### config.mk
export PLATFORM = sky130hd
export DESIGN_NAME = counter
export DESIGN_NICKNAME = d
export VERILOG_FILES = /design/src/rtl/counter.sv
export SDC_FILE = /design/constraint.sdc
export NUM_CORES = 1
export LEC_CHECK = 0
export ABC_AREA = 1
export CORE_AREA = 4 4 41 43
export DETAILED_ROUTE_END_ITERATION = 16
export DIE_AREA = 0 0 45 47
export PLACE_DENSITY = 0.58
export SLEW_MARGIN = 20
export SYNTH_ARGS = -nofsm -noshare
export SYNTH_HDL_FRONTEND = slang
export SYNTH_SLANG_ARGS = --single-unit
### constraint.sdc
create_clock -name clk -period 1.5 [get_ports clk]
set_input_delay 0.225 -clock clk [delete_from_list [all_inputs] [get_ports clk]]
set_output_delay 0.225 -clock clk [all_outputs]
set_load 0.005 [all_outputs]
### src/rtl/counter.sv
// counter: free-running up-counter by STEP with terminal-count flag tc (out == MAX_VALUE).
// Build option COUNTER_SATURATE_EN: hold at MAX_VALUE instead of wrapping to 0 on overflow.
module counter #(
  parameter int unsigned      WIDTH       = 8,
  parameter logic [WIDTH-1:0] RESET_VALUE = '0,
  parameter logic [WIDTH-1:0] STEP        = WIDTH'(1),
  parameter logic [WIDTH-1:0] MAX_VALUE   = '1
) (
  input  logic             clk,
  input  logic             reset,
  output logic [WIDTH-1:0] out,
  output logic             tc
);

  localparam int unsigned SUM_W = WIDTH + 1;

  logic [WIDTH-1:0] cnt_q;
  logic [WIDTH-1:0] cnt_d;
  logic [SUM_W-1:0] sum_c;
  logic             over_c;

  // The extra sum bit keeps overflow past 2**WIDTH-1 visible to the compare.
  always_comb begin
    sum_c  = {1'b0, cnt_q} + {1'b0, STEP};
    over_c = (sum_c > {1'b0, MAX_VALUE});
    cnt_d  = sum_c[WIDTH-1:0];
    if (over_c) begin
`ifdef COUNTER_SATURATE_EN
      cnt_d = MAX_VALUE;
`else
      cnt_d = '0;
`endif
    end
  end

  always_ff @(posedge clk) begin
    if (reset) begin
      cnt_q <= RESET_VALUE;
    end else begin
      cnt_q <= cnt_d;
    end
  end

  assign out = cnt_q;
  assign tc  = (cnt_q == MAX_VALUE);

endmodule

logic_types.png
(6 px per µm)
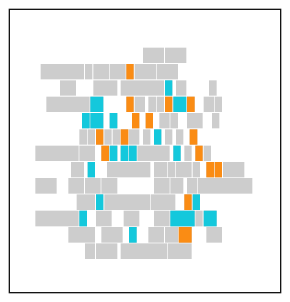
Key: inverters = orange [cells 15]; NOR gates = cyan [cells 18]

layer_met1.png
(6 px per µm)
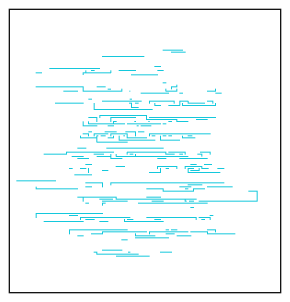
The longest straight run is 18.9 µm. The layer carries 557 µm of wire.

congestion.png
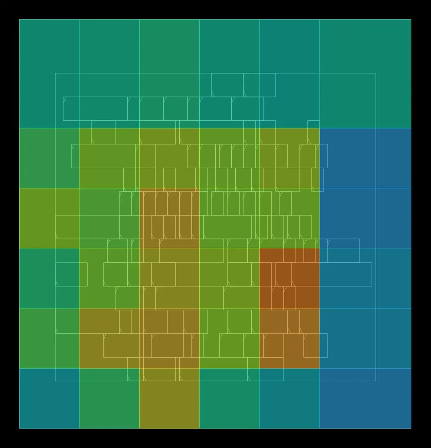
met3 usage: 2.30%
average wire per standard cell: 9.60 µm
gr busiest metal: met2
met1 GRT Util: 17.2%
gr usage total: 12.6%

detail.png
Window x 20 to 45, y 22 to 47 µm. Cells in gray, sequential cells in the stronger gray; small squares are vias.
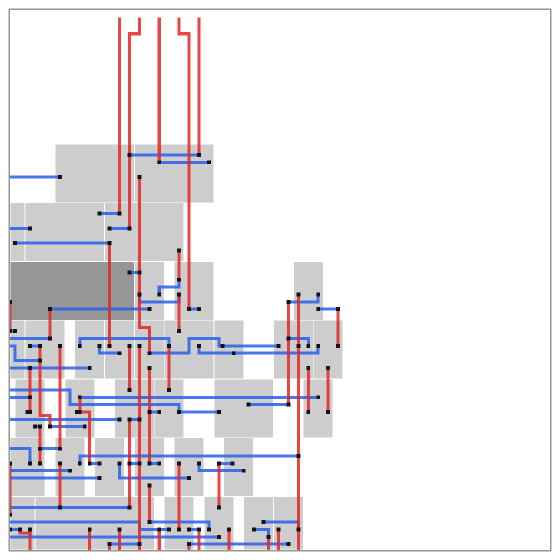
Key: metal 2 = red; metal 1 = blue
Sequential cells in the window: 1. Netlist names of flops here include out (1). 36 logic cells have their middle in the window. Most frequent: nand2_1 (11), inv_1 (7).

clk_routes.png
(6 px per µm)
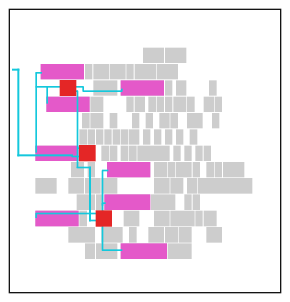
Key: clock drivers = red [count 3]; flip-flops = magenta [count 8]; clock wires = cyan [length 120 µm]
There are 4 routed clock nets.

==> impl_metrics.csv <==
group,metric,value,unit
run_status,status,"completed",
layout,layout_top_cells,"nand2_1, inv_1, nor2_1",
synth,top_cell_area_share,35.6,%
worst_setup_path,reg2reg_depth,11,
synth,flop_cell,"dfxtp_1",
pwr,combPwrFrac,19.6,%
worst_setup_path,startpoint,"out[0]",
floorplan,rows,13,
detailed_routing,drt-initial-drc-count,2,
place,dp_slack,-0.135,ns
pwr,power.total,0.481,mW
place,port_buffers,10,
floorplan,initial_core_util,34.6,%
timing,rsz0062_at_grt,"true",
flow_run,openroad.warnings,28,
timing,fin_skew,0.00230,ns
layout,largest_class,"logic gates",
pwr,switching_share,23.9,%
timing,setup_viol,0,
worst_setup_path,crit_top_cell,"nor2_1",
place,post-dp-hpwl,865,µm
detailed_routing,routed-wl-met3,21,µm
synth,yosys_area,450,µm²
flow_run,maxCapViolCount,0,
pwr,leakagePower,0.371,nW
synth,fp_nets,78,
global_routing,met2_usage,17.8,%
pwr,pg_clk,0.161,mW
worst_setup_path,ff2ff_setup_slack,0.02,ns
layout,num-nets-final,107,
pwr,switchingPower,0.115,mW
clock_network,clk_latency,0.25,ns
detailed_routing,drcViolationCount,0,
clock_network,clkSinkCount,8,
detailed_routing,wirelength,1110,µm
timing,maxSlewViolCount,0,
floorplan,die_h,47,µm
floorplan,core,0.00130,mm²
worst_setup_path,critical-path-top-delay-family,"simple AND/OR/NAND/NOR gates",
layout,comb_cells,51,
synth,yosysWarnings,0,
synth,synthesis.area,450,µm²
clock_network,cts_hold_buffers,0,
layout,drive_gt1_share,32.7,%
layout,fillCellCount,116,
worst_setup_path,cp-start-kind,"flop",
layout,final_area,744,µm²
synth,yosys.area.top_type,"dfxtp_1",
pwr,power.ir.vdd_worst,517,µV
timing,relSlewSlack,82.5,%
synth,synth.avg_cell_area,6.09,µm²
detailed_routing,ant_nets,0,
timing,finalHoldViolCount,0,
place,place_area,667,µm²
worst_setup_path,endpoint_kind,"flop",
place,dp_cells,112,
floorplan,chip_area,0.00212,mm²
clock_network,cts_tree,"done",
layout,nonClockInverterCount,15,
worst_setup_path,crit_chain,"buf_6 -> inv_4 -> ha_4 -> nor2_1 -> nand2_2 -> nor2_1 -> nand2_1 -> nor2_1 -> nand2_1 -> nand2_4 -> nor2_1",
timing,min_period,1.48,ns
layout,seq_share,21.8,%
timing,post-route-period-util,98.5,%
worst_hold_path,holdPathStages,3,
pwr,powerComb,0.0943,mW
worst_setup_path,reg2reg_to,"out[4]",
layout,sequential_cell_total,8,
detailed_routing,via_per_inst,4.21,
clock_network,root_buffer,"clkbuf_4",
worst_setup_path,crit_type,"reg2reg",
detailed_routing,routed.top_layer,"met4",
Power figures rest on the tool's default switching activity, not on a simulated workload.
